## src/rtl/muldiv_ctl_if.sv

```systemverilog
// Execute-stage view of the HI/LO multiply/divide unit: operation request,
// mthi/mtlo writes, mfhi/mflo hazard, and the HI/LO/status return path.
interface muldiv_ctl_if #(
    parameter int WIDTH = 32
);
    logic             flush;
    logic             Start_EX;
    logic [1:0]       Op_EX;
    logic [WIDTH-1:0] SrcA_EX;
    logic [WIDTH-1:0] SrcB_EX;
    logic             ReadHiLo_EX;
    logic             WrHi_EX;
    logic             WrLo_EX;
    logic [WIDTH-1:0] Hi;
    logic [WIDTH-1:0] Lo;
    logic             Busy;
    logic             Done;
    logic             Stall_EX;

    modport master (
        output flush, Start_EX, Op_EX, SrcA_EX, SrcB_EX, ReadHiLo_EX, WrHi_EX, WrLo_EX,
        input  Hi, Lo, Busy, Done, Stall_EX
    );

    modport slave (
        input  flush, Start_EX, Op_EX, SrcA_EX, SrcB_EX, ReadHiLo_EX, WrHi_EX, WrLo_EX,
        output Hi, Lo, Busy, Done, Stall_EX
    );
endinterface

```

## src/rtl/muldiv_ctl.sv

```systemverilog
// Iterative MULT/MULTU/DIV/DIVU sequencer owning HI/LO: magnitudes are
// iterated for WIDTH cycles, then one SIGN cycle fixes signs and writes HI/LO.
module muldiv_ctl #(
    parameter int WIDTH = 32,
    parameter int CNT_W = 5
) (
    input  logic        clk,
    input  logic        reset,
    muldiv_ctl_if.slave bus
);
    typedef enum logic [1:0] {S_IDLE, S_RUN, S_SIGN} state_t;

    state_t             r_state, w_next;
    logic [CNT_W-1:0]   r_cnt;
    logic [WIDTH-1:0]   r_hi, r_lo;
    logic               r_done;
    logic [1:0]         r_op;
    logic [WIDTH-1:0]   r_ma, r_mb, r_orig_a, r_acc_hi, r_acc_lo;
    logic               r_neg_q, r_neg_r;

    logic               w_accept, w_wr_ok, w_busy, w_signed;
    logic               w_a_neg, w_b_neg, w_ge;
    logic [WIDTH-1:0]   w_a_mag, w_b_mag, w_div_hi, w_div_lo, w_diff;
    logic [WIDTH:0]     w_add, w_shift;
    logic [2*WIDTH-1:0] w_mul_next, w_prod_neg;
    logic [WIDTH-1:0]   w_res_hi, w_res_lo;

    assign w_busy       = (r_state != S_IDLE);
    assign bus.Busy     = w_busy;
    assign bus.Done     = r_done;
    assign bus.Hi       = r_hi;
    assign bus.Lo       = r_lo;
    assign bus.Stall_EX = w_busy & ~bus.flush &
                          (bus.Start_EX | bus.ReadHiLo_EX | bus.WrHi_EX | bus.WrLo_EX);

    // NOTE: every output of this block gets a default first, so no path leaves one unassigned and no latch is inferred.
    always_comb begin
        w_next   = r_state;
        w_accept = 1'b0;
        w_wr_ok  = 1'b0;
        case (r_state)
            S_IDLE: begin
                if (bus.Start_EX && !bus.flush) begin
                    w_next   = S_RUN;
                    w_accept = 1'b1;
                end else if (!bus.flush) begin
                    w_wr_ok  = 1'b1;
                end
            end
            S_RUN: begin
                if (bus.flush)                           w_next = S_IDLE;
                else if (r_cnt == CNT_W'(WIDTH - 1))     w_next = S_SIGN;
            end
            S_SIGN:  w_next = S_IDLE;
            default: w_next = S_IDLE;
        endcase
    end

    // NOTE: sequential state uses non-blocking assignments so every register samples pre-edge values.
    always_ff @(posedge clk) begin
        if (reset) r_state <= S_IDLE;
        else       r_state <= w_next;
    end

    // Operand magnitudes; unsigned ops (Op_EX[0]=1) pass through untouched.
    assign w_a_neg = ~bus.Op_EX[0] & bus.SrcA_EX[WIDTH-1];
    assign w_b_neg = ~bus.Op_EX[0] & bus.SrcB_EX[WIDTH-1];
    assign w_a_mag = w_a_neg ? ('0 - bus.SrcA_EX) : bus.SrcA_EX;
    assign w_b_mag = w_b_neg ? ('0 - bus.SrcB_EX) : bus.SrcB_EX;

    // Multiply: add multiplicand on the low bit, then shift {carry,acc_hi,acc_lo} right.
    assign w_add      = {1'b0, r_acc_hi} + (r_acc_lo[0] ? {1'b0, r_ma} : '0);
    assign w_mul_next = {w_add, r_acc_lo[WIDTH-1:1]};

    // Divide: partial remainder stays below the divisor, so the W-bit difference is exact.
    assign w_shift  = {r_acc_hi, r_acc_lo[WIDTH-1]};
    assign w_ge     = (w_shift >= {1'b0, r_mb});
    assign w_diff   = w_shift[WIDTH-1:0] - r_mb;
    assign w_div_hi = w_ge ? w_diff : w_shift[WIDTH-1:0];
    assign w_div_lo = {r_acc_lo[WIDTH-2:0], w_ge};

    // NOTE: the working registers carry no reset; they are always reloaded on accept before being read.
    always_ff @(posedge clk) begin
        if (w_accept) begin
            r_op     <= bus.Op_EX;
            r_ma     <= w_a_mag;
            r_mb     <= w_b_mag;
            r_neg_q  <= w_a_neg ^ w_b_neg;
            r_neg_r  <= w_a_neg;
            r_orig_a <= bus.SrcA_EX;
            r_acc_hi <= '0;
            r_acc_lo <= bus.Op_EX[1] ? w_a_mag : w_b_mag;
        end else if (r_state == S_RUN) begin
            if (r_op[1]) begin
                r_acc_hi <= w_div_hi;
                r_acc_lo <= w_div_lo;
            end else begin
                {r_acc_hi, r_acc_lo} <= w_mul_next;
            end
        end
    end

    assign w_signed   = ~r_op[0];
    assign w_prod_neg = '0 - {r_acc_hi, r_acc_lo};

    always_comb begin
        w_res_hi = r_acc_hi;
        w_res_lo = r_acc_lo;
        if (!r_op[1]) begin
            if (w_signed && r_neg_q) {w_res_hi, w_res_lo} = w_prod_neg;
        end else if (r_mb == '0) begin
            w_res_hi = r_orig_a;
            w_res_lo = '1;
        end else begin
            if (w_signed && r_neg_q) w_res_lo = '0 - r_acc_lo;
            if (w_signed && r_neg_r) w_res_hi = '0 - r_acc_hi;
        end
    end

    always_ff @(posedge clk) begin
        if (reset) begin
            r_cnt  <= '0;
            r_done <= 1'b0;
            r_hi   <= '0;
            r_lo   <= '0;
        end else begin
            r_cnt  <= (r_state == S_RUN && !bus.flush) ? r_cnt + CNT_W'(1) : '0;
            r_done <= (r_state == S_SIGN) && !bus.flush;
            if (r_state == S_SIGN && !bus.flush) begin
                r_hi <= w_res_hi;
                r_lo <= w_res_lo;
            end else if (w_wr_ok) begin
                if (bus.WrHi_EX) r_hi <= bus.SrcA_EX;
                if (bus.WrLo_EX) r_lo <= bus.SrcA_EX;
            end
        end
    end
endmodule
```

## src/flat_wrapper.sv

```systemverilog
// flat-port wrapper written by rule: the top's interface ports become plain ports
module muldiv_ctl_flat 
#(
    parameter int WIDTH = 32,
    parameter int CNT_W = 5
)
  (clk, reset, bus_flush, bus_Start_EX, bus_Op_EX, bus_SrcA_EX, bus_SrcB_EX, bus_ReadHiLo_EX, bus_WrHi_EX, bus_WrLo_EX, bus_Hi, bus_Lo, bus_Busy, bus_Done, bus_Stall_EX);
  muldiv_ctl_if #(.WIDTH(WIDTH)) bus_i ();
  input  logic clk;
  input  logic reset;
  input wire logic [$bits(bus_i.flush)-1:0] bus_flush;
  input wire logic [$bits(bus_i.Start_EX)-1:0] bus_Start_EX;
  input wire logic [$bits(bus_i.Op_EX)-1:0] bus_Op_EX;
  input wire logic [$bits(bus_i.SrcA_EX)-1:0] bus_SrcA_EX;
  input wire logic [$bits(bus_i.SrcB_EX)-1:0] bus_SrcB_EX;
  input wire logic [$bits(bus_i.ReadHiLo_EX)-1:0] bus_ReadHiLo_EX;
  input wire logic [$bits(bus_i.WrHi_EX)-1:0] bus_WrHi_EX;
  input wire logic [$bits(bus_i.WrLo_EX)-1:0] bus_WrLo_EX;
  output wire logic [$bits(bus_i.Hi)-1:0] bus_Hi;
  output wire logic [$bits(bus_i.Lo)-1:0] bus_Lo;
  output wire logic [$bits(bus_i.Busy)-1:0] bus_Busy;
  output wire logic [$bits(bus_i.Done)-1:0] bus_Done;
  output wire logic [$bits(bus_i.Stall_EX)-1:0] bus_Stall_EX;
  assign bus_i.flush = bus_flush;
  assign bus_i.Start_EX = bus_Start_EX;
  assign bus_i.Op_EX = bus_Op_EX;
  assign bus_i.SrcA_EX = bus_SrcA_EX;
  assign bus_i.SrcB_EX = bus_SrcB_EX;
  assign bus_i.ReadHiLo_EX = bus_ReadHiLo_EX;
  assign bus_i.WrHi_EX = bus_WrHi_EX;
  assign bus_i.WrLo_EX = bus_WrLo_EX;
  assign bus_Hi = bus_i.Hi;
  assign bus_Lo = bus_i.Lo;
  assign bus_Busy = bus_i.Busy;
  assign bus_Done = bus_i.Done;
  assign bus_Stall_EX = bus_i.Stall_EX;
  muldiv_ctl #(.WIDTH(WIDTH), .CNT_W(CNT_W)) u_core (.clk(clk), .reset(reset), .bus(bus_i));
endmodule
```

## config.mk

```make
export PLATFORM = sky130hd
export DESIGN_NAME = muldiv_ctl_flat
export DESIGN_NICKNAME = d
export VERILOG_FILES = /design/src/rtl/muldiv_ctl_if.sv /design/src/rtl/muldiv_ctl.sv /design/src/flat_wrapper.sv
export SDC_FILE = /design/constraint.sdc
export NUM_CORES = 1
export LEC_CHECK = 0
export CORE_ASPECT_RATIO = 1.25
export CORE_UTILIZATION = 45
export CTS_CLUSTER_SIZE = 40
export DETAILED_ROUTE_END_ITERATION = 10
export HOLD_SLACK_MARGIN = 0.03
export SLEW_MARGIN = 40
export SYNTH_ARGS = -nofsm -noshare
export SYNTH_HDL_FRONTEND = slang
export SYNTH_SLANG_ARGS = --single-unit
```

## constraint.sdc

```tcl
create_clock -name clk -period 6.3 [get_ports clk]
set_input_delay 1.26 -clock clk [delete_from_list [all_inputs] [get_ports clk]]
set_output_delay 1.26 -clock clk [all_outputs]
set_load 0.005 [all_outputs]
```

**Run 1: placement view**

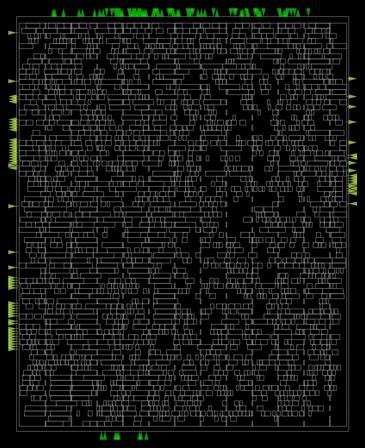
sequential cell count: 235
Rows: 79
# Taps: 486
layout filler cell count: 3566

**Run 1: routed metal per tile**

Scale: 1.5 px per um. 18 x 22 tiles, from dark purple (low) to yellow (high), scaled to the fullest tile. Values are wire area over tile area, all layers added.
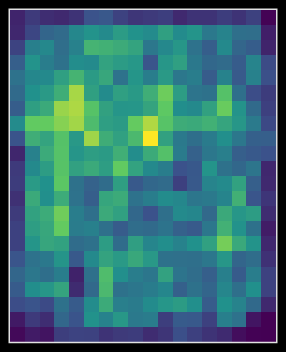
tiles over half the peak: 34%
fullest tile: 0.70
nearly empty tiles: 1.0%

**Run 1: floorplan with the power grid**

Scale: 2 px per um. Pins as bars on the die edge.
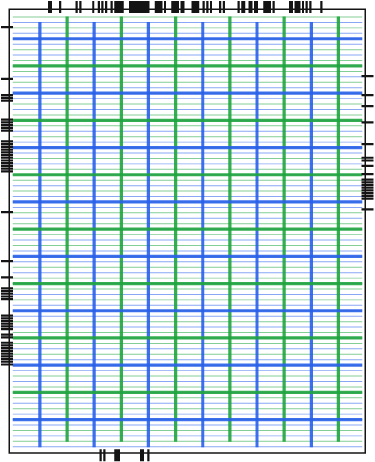
legend:
  blue:
    net: VSS
  green:
    net: VDD
rows: 79
met4 straps: 12
met5 straps: 15
signal pins: 140
met1 rails: 80

**Run 1: layout detail**

Region (64, 130) to (114, 180) um. Cells in grey, sequential cells in the stronger grey; small squares are vias.
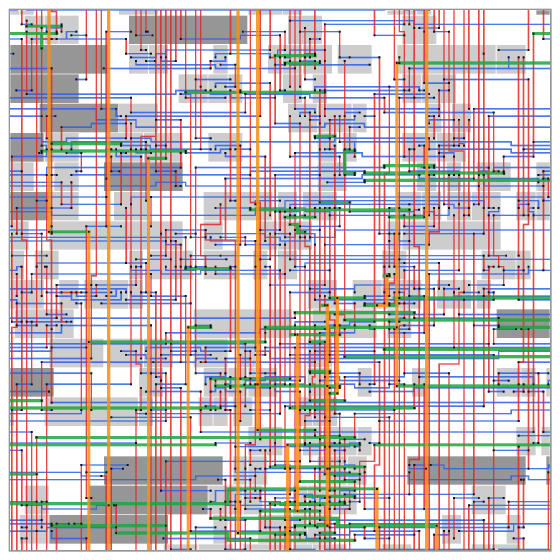
legend:
  red:
    layer: met2
  orange:
    layer: met4
  green:
    layer: met3
  blue:
    layer: met1
netlist names of flops here include: `u_core.r_orig_a` (3), `u_core.bus.Lo` (2), `u_core.r_ma` (2)
cells with their middle in the window: 143
most frequent: nor2_1 (15), nand2_1 (15), o21ai_0 (12)
sequential cells in the window: 9

==> results_slide.txt, run 1 <==
Run Summary

Outcome
  – Status: complete, no violations

Route
  – Pre-antenna DRT Iters: 6
  – Vias: 16.8k
  – Vias per std cell: 6.43
  – DRT met1 WL: 28600 um
  – Routed Antenna Nets: 0
  – Wire length on met2: 32300 um
  – Routed length per instance: 26.5 um
  – Detailed Route WL: 69000 um
  – Post-route DRC: 0
  – DRT iter0 DRCs: 1574
  – Highest routed layer: met4
  – WL met3: 4360 um

Clocking
  – Post-CTS setup buffer count: 0
  – CTS tree: done
  – CTS root buffer: clkbuf_16
  – Bufs on Longest Clock Path: 3
  – Clk sink count: 235
  – CTS hold repair buffers: 0
  – Clock Latency Late Sink: 0.57 ns
  – Total CTS buffers: 28
  – H-tree depth: 1
  – Post_cts resized: 0
  – Worst-path clk slew: 0.06 ns

Timing
  – RSZ-0062 raised after global routing: false
  – Final Hold Violation Tally: 0
  – Period utilization: 0.676
  – Relative slew slack: 0.349
  – Max-slew violations: 0
  – Fin Clk Skew: 0.0191 ns
  – Worst-margin pin slew: 0.967 ns
  – Max frequency: 0.235 GHz
  – Total Neg Setup Slack: 0 ns
  – Post-layout min period: 4.26 ns
  – Final tally of setup violations: 0

Critical path
  – Crit-path cells: clkdlybuf4s50_1 > nor4_1 > nand2_1 > or4_1 > or3_1 > or4_1 > o21ai_0 > xnor2_1 > nor2_1 > o22ai_1
  – Crit Reg-Reg Startpoint: u_core.r_acc_hi[3]
  – Max incr delay on CP: 0.57 ns
  – CP startpoint: bus_SrcA_EX[2]
  – Critical Path AT: 4.54 ns
  – CP Capture Type: register
  – Worst Path Max Fanout: 8
  – CP bufs+invs: 1
  – Worst Setup EP: u_core.r_acc_lo[24]
  – CP delay by family, top: simple AND/OR/NAND/NOR gates
  – Worst reg-to-reg setup slack: 2.27 ns
  – Worst Path Required: 6.58 ns
  – Critical Path Start Type: input port
  – Worst Reg-to-Reg Cells: 11
  – Slowest cell on the critical path: clkdlybuf4s50_1
  – Reg2reg end: u_core.r_acc_hi[1]
  – Critical path class: input port to register
  – Most numerous cell on the critical path: or4_1
  – Worst path depth: 10

Synth
  – Yosys Instances: 2036
  – Post-synth area hogs: edfxtp_1, dfxtp_1, a21oi_1
  – Mapped cell area: 17300 um2
  – Most frequent cell after synthesis: a21oi_1
  – Synth top area share: 0.228
  – Synth Instances: 2036
  – Synth cell count leaders: a21oi_1, nor2_1, o21ai_0
  – Post-synth EDFFs: 131
  – Synthesized area per cell: 8.49 um2
  – Synth Seq Share: 0.348
  – Syn nets: 2181
  – Yosys chip area: 17300 um2
  – Distinct lib cells: 79
  – Cell accounting for the most synthesized area: edfxtp_1
  – Synth flops: 235
  – Leading register cell type out of synthesis: edfxtp_1
  – Yosys synthesis warning count: 0
  – Ys async rst share: 0

Global routing
  – First-pass GRT wire length: 101000 um
  – GRT Overall Usage: 0.345
  – Largest net degree at the start of global routing: 152
  – Vias in the first global route: 15.8k
  – Initial antenna violation count: 0
  – GRT Residual Overflow: 0

Floorplan
  – I/O Pins: 140
  – Die Y: 221 um
  – Total core area: 37600 um2
  – Fp util: 0.460
  – Die width: 177 um
  – Die area: 39200 um2

Pwr
  – PD cells: 273 nW/um2
  – Leak: 0.00750 uW
  – Worst VDD drop: 0.192 mV

Run
  – Tool warning count: 28
  – Max Cap Viol: 0

Placement
  – Post-DP HPWL: 52400 um
  – Placer Congestion: 0.971
  – PortBufs: 139

Layout
  – Layout Utilization: 0.533
  – Antenna cells: 0
  – Final net count: 2241
  – P&R area growth vs syn: 15.8%
  – Share of layout cells above drive strength 1: 0.0562

Worst hold path
  – Min-Delay Path Class: register to register
==> run 1: registers in the layout (all words and copies together), names as in the netlist <==
signal           flops
u_core.r_acc_hi     32
u_core.bus.Hi       32
u_core.r_op          2
u_core.r_cnt         5
u_core.r_mb         32
u_core.r_neg_q       1
u_core.r_acc_lo     32
u_core.bus.Done      1
u_core.bus.Lo       32
u_core.r_ma         31
u_core.r_state       2
u_core.r_orig_a     32
u_core.r_neg_r       1
==> run 1: power breakdown <==
group          switching [uW]  internal (uW)
combinational            1050            672
clock                     711           1040
sequential                243           1750
total                    2000           3460
==> run 1: kinds of logic after synthesis <==
group           synth area share
compound gates             0.247
simple gates               0.173
flops                      0.348
buf+inv                   0.0445
xor+xnor                  0.0882
mux                       0.0463
fa+ha+maj                 0.0530
==> run 1: per-layer routing <==
metal	vias to the layer above	track usage
li1	7710	-
met1	8136	0.447
met2	732	0.567
met3	175	0.0405
met4	0	0.168
met5	-	0
==> run 1: cell type report <==
cell class	instances	area (um2)	area share
timing repair buffer	166	1600	0.0800
multi-input combinational	1599	10600	0.527
tap	486	608	0.0304
clock buffer	37	817	0.0408
clock inverter	15	164	0.00819
inverter	66	254	0.0127
sequential	235	6020	0.301
==> run 1: worst min-delay path by stage <==
| stage | startpoint | endpoint | slack (ns) | cells past startpoint |
|---|---|---|---|---|
| 2_1_floorplan | u_core.r_cnt[0] | u_core.r_cnt[0] | 0.42 | 1 |
| 3_3_place_gp | u_core.r_cnt[0] | u_core.r_cnt[0] | 0.44 | 1 |
| 3_5_place_dp | u_core.r_cnt[0] | u_core.r_cnt[0] | 0.45 | 1 |
| 4_1_cts | u_core.bus.Hi[14] | u_core.bus.Hi[14] | 0.46 | 2 |
| 5_1_grt | u_core.bus.Hi[14] | u_core.bus.Hi[14] | 0.47 | 2 |
| 6_report | u_core.r_cnt[0] | u_core.r_cnt[0] | 0.46 | 1 |
==> run 1: metrics by stage <==
step / cells / hold WS (ns) / power [uW] / setup WS, ns / area, um2
2_1_floorplan: 2036 / 0.418 / 3080 / 1.23 / 17300
3_3_place_gp: 2552 / 0.436 / 3700 / 1.62 / 19000
3_5_place_dp: 2552 / 0.446 / 3710 / 1.52 / 19000
4_1_cts: 2604 / 0.456 / 5450 / 2.11 / 20000
5_1_grt: 2604 / 0.471 / 5680 / 1.89 / 20000
6_report: 2604 / 0.456 / 5460 / 2.04 / 20000
==> run 1: layout by cell type, fill, tap and decap left out, types with 7 or more instances in the layout <==
master,n
nand3_1,42
edfxtp_1,131
nand4_1,18
nor2_1,153
ha_1,70
inv_1,62
a211oi_1,42
buf_4,26
o21bai_1,9
clkdlybuf4s50_1,138
or3_1,20
o211ai_1,33
a31oi_1,24
xnor2_1,89
nor4_1,32
o21a_1,12
a21oi_1,210
and3_1,15
mux2_2,7
or4_1,13
a21o_1,39
clkbuf_16,30
nor3_1,40
o31ai_1,24
mux2i_1,72
and2_1,41
o21ai_0,155
a221oi_1,33
o22ai_1,17
nand2b_1,14
nand2_1,139
o41ai_1,9
a31o_2,8
nor2b_1,29
xor2_1,85
dfxtp_1,104
--- run 2 (diff from run 1) ---
--- a/config.mk
+++ b/config.mk
@@ -10,6 +10,7 @@
 export CTS_CLUSTER_SIZE = 40
 export DETAILED_ROUTE_END_ITERATION = 10
 export HOLD_SLACK_MARGIN = 0.03
+export PLACE_DENSITY = 0.67
 export SLEW_MARGIN = 40
 export SYNTH_ARGS = -nofsm -noshare
 export SYNTH_HDL_FRONTEND = slang
==> constraint.sdc (replaced) <==
create_clock -name clk -period 3.5 [get_ports clk]
set_input_delay 0.7 -clock clk [delete_from_list [all_inputs] [get_ports clk]]
set_output_delay 0.7 -clock clk [all_outputs]
set_load 0.005 [all_outputs]
**Run 2: placement view**

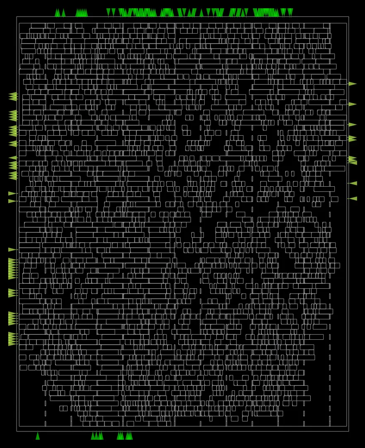
final cell count without fillers: 2799
Layout Utilization: 0.572
Seq/total area: 0.280

==> run 2 against run 1 <==
Against the previous run: clock skew down 0.0050 ns; largest cell class unchanged; largest power group is now combinational cells; total power up 80%; sequential power up 67%; critical endpoint is now u_core.bus.Hi[16]; highest routed layer is now met5; non-clock buffer count up 198; critical path type is now register to register.
==> results_slide.txt, run 2 <==
Run Summary

Layout
  – Share of layout cells above drive strength 1: 0.140
  – Top cells excl fill/tap: buf_4, a21oi_1, nor2_1, o21ai_0, nand2_1
  – Final net count: 2438
  – P&R area growth vs syn: 24.3%
  – Antenna cells: 0
  – Commonest Layout Cell: buf_4

Timing
  – Max-slew violations: 0
  – Max frequency: 0.292 GHz
  – Final tally of setup violations: 0
  – Post-layout min period: 3.43 ns
  – PnR worst setup slack: 0.0731 ns
  – Final Hold Violation Tally: 0
  – Period utilization: 0.979
  – Fin Clk Skew: 0.0141 ns
  – Relative slew slack: 0.446
  – Worst-margin pin slew: 0.827 ns

Route
  – Pre-antenna DRT Iters: 6
  – Post-route DRC: 0
  – DRT iter0 DRCs: 1723
  – Routed Antenna Nets: 0
  – Vias per std cell: 6.28
  – Detailed Route WL: 70700 um
  – Routed length per instance: 25.3 um
  – Vias: 17.6k

Critical path
  – Reg2reg end: u_core.bus.Hi[16]
  – Critical path class: register to register
  – Critical Path Start Type: register
  – Worst Reg-to-Reg Cells: 8
  – Critical Path AT: 3.83 ns
  – CP Capture Type: register
  – Worst reg-to-reg setup slack: 0.07 ns
  – Worst Path Max Fanout: 8
  – Crit Reg-Reg Startpoint: u_core.r_acc_lo[16]
  – Worst Path Required: 3.90 ns

Placement
  – PortBufs: 139
  – Dpl ws: -0.378 ns
  – Placer Congestion: 1.01
  – Post-DP HPWL: 55300 um

Pwr
  – Sw Pwr: 3630 uW
  – Sw Ratio: 0.368
  – P_int: 6230 uW
  – Clk pwr share: 0.279
  – Reg power frac: 0.339
  – PD cells: 459 nW/um2
  – Worst VDD drop: 0.431 mV
  – Leak: 0.00841 uW
  – Gate power share: 0.382

Synth
  – Syn nets: 2181
  – Post-synth EDFFs: 131
  – Synthesized area per cell: 8.49 um2
  – Leading register cell type out of synthesis: edfxtp_1
  – Most frequent cell after synthesis: a21oi_1
  – Synth Instances: 2036
  – Yosys chip area: 17300 um2
  – Synth Seq Share: 0.348
  – Post-synth area hogs: edfxtp_1, dfxtp_1, a21oi_1
  – Yosys Instances: 2036
  – Cell accounting for the most synthesized area: edfxtp_1
  – Synth top area share: 0.228
  – Mapped cell area: 17300 um2
  – Distinct lib cells: 79
  – Yosys synthesis warning count: 0
  – Ys async rst share: 0
  – Synth flops: 235
  – Synth cell count leaders: a21oi_1, nor2_1, o21ai_0

Global routing
  – First-pass GRT wire length: 105000 um
  – Initial antenna violation count: 2
  – GRT Overall Usage: 0.357
  – GRT Residual Overflow: 0
  – Largest net degree at the start of global routing: 152
  – Vias in the first global route: 17.0k

Clocking
  – CTS hold repair buffers: 0
  – H-tree depth: 1
  – Clock Latency Late Sink: 0.56 ns
  – Clk sink count: 235
  – Worst-path clk slew: 0.06 ns
  – CTS root buffer: clkbuf_16
  – CTS tree: done
  – Total CTS buffers: 27
  – Bufs on Longest Clock Path: 3

Floorplan
  – Total core area: 37600 um2
  – Die area: 39200 um2
  – Fp util: 0.460
  – I/O Pins: 140
  – Rows: 79
  – Die Y: 221 um
  – Die width: 177 um

Outcome
  – Status: complete, no violations

Run
  – Tool warning count: 28
  – Max Cap Viol: 0

Worst hold path
  – Min-Delay Path Class: register to register
  – Hold path endpoint: u_core.bus.Hi[2]
  – Hold path start: u_core.bus.Hi[2]
  – Hold path depth: 2
**Run 2: layout detail**

Region (64, 130) to (114, 180) um. Cells in grey, sequential cells in the stronger grey; small squares are vias.
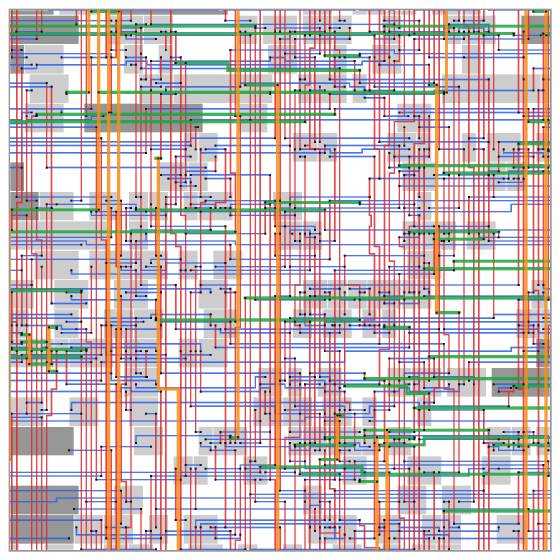
legend:
  blue:
    layer: met1
  green:
    layer: met3
  orange:
    layer: met4
  red:
    layer: met2
netlist names of flops here include: `u_core.r_ma` (2)
sequential cells in the window: 5
most frequent: buf_4 (19), nor2_1 (16), nand2_1 (14)
cells with their middle in the window: 141

run 2: worst max-delay path by stage:
| stage | from | endpoint | slack, ns | cells after the start |
|---|---|---|---|---|
| detailed placement | bus_SrcA_EX[9] | u_core.r_acc_lo[23] | -0.38 | 10 |
| floorplan | bus_SrcA_EX[2] | u_core.r_acc_lo[22] | 0.06 | 10 |
| global placement | bus_SrcA_EX[8] | u_core.r_acc_lo[22] | -0.37 | 9 |
| CTS | u_core.r_mb[1] | u_core.r_acc_lo[0] | 0.01 | 13 |
| global route | u_core.r_acc_lo[0] | u_core.r_acc_hi[26] | -0.05 | 12 |
| finish | u_core.r_acc_lo[16] | u_core.bus.Hi[16] | 0.07 | 8 |
run 2: cell type report:
type,instances,area (um2)
fillers,3430,16100
multi-input cells,1599,10600
flip-flops and latches,235,6020
repair buffers,364,3150
clock buffers,38,769
well taps,486,608
inverters,66,253
clock inverters,11,73.8
run 2: timing repair:
action | in CTS | in global routing
gates resized | 0 | 19
endpoints found under the setup margin | 0 | 21
setup buffers | 0 | 2
run 2: cell families (layout without fill, tap and decap cells):
logic type | after synthesis | count (layout) | share of synthesized area
AOI/OAI and AO/OA | 677 | 677 | 0.247
xor gates and xnor gates | 174 | 174 | 0.0882
adders and majority gates | 72 | 72 | 0.0530
buffers and inverters | 202 | 479 | 0.0445
DFF | 235 | 235 | 0.348
muxes | 79 | 79 | 0.0463
and+or+nand+nor | 597 | 597 | 0.173
run 2: power groups by stage:
stage	Clock, uW	Combinational [uW]	Sequential, uW
after detailed placement	0	3650	3390
after global routing	2870	4030	3360
final	2750	3770	3340
after global placement	0	3630	3390
after CTS	2760	3680	3330
after floorplan	0	2180	3360
run 2: through the flow:
stage | hold slack, ns | power (uW) | instance area [um2] | std cells | TNS, ns
finish | 0.458 | 9860 | 21500 | 2799 | 0
global route | 0.488 | 10300 | 21500 | 2799 | -0.0583
CTS | 0.458 | 9770 | 21400 | 2797 | 0
detailed placement | 0.450 | 7050 | 20500 | 2748 | -3.89
global placement | 0.433 | 7020 | 20500 | 2748 | -3.38
floorplan | 0.418 | 5530 | 17300 | 2036 | 0
run 2: routing by layer:
layer	GRT usage	vias up	wire [um]
met5	0	-	4
met4	0.207	2	4640
met3	0.0361	209	4550
met2	0.587	825	33300
met1	0.453	8458	28200
li1	-	8093	-
run 2: worst max-delay path, stage by stage (launching register included):
cell and delay [ns]:
edfxtp_1 0.42, or4_1 0.60, or4_4 0.60, o41a_1 0.63
o21bai_1 0.26, o21a_1 0.18, mux2i_1 0.26, a2bb2oi_1 0.22
a211oi_1 0.10
Power is estimated from default activity; no workload was simulated.
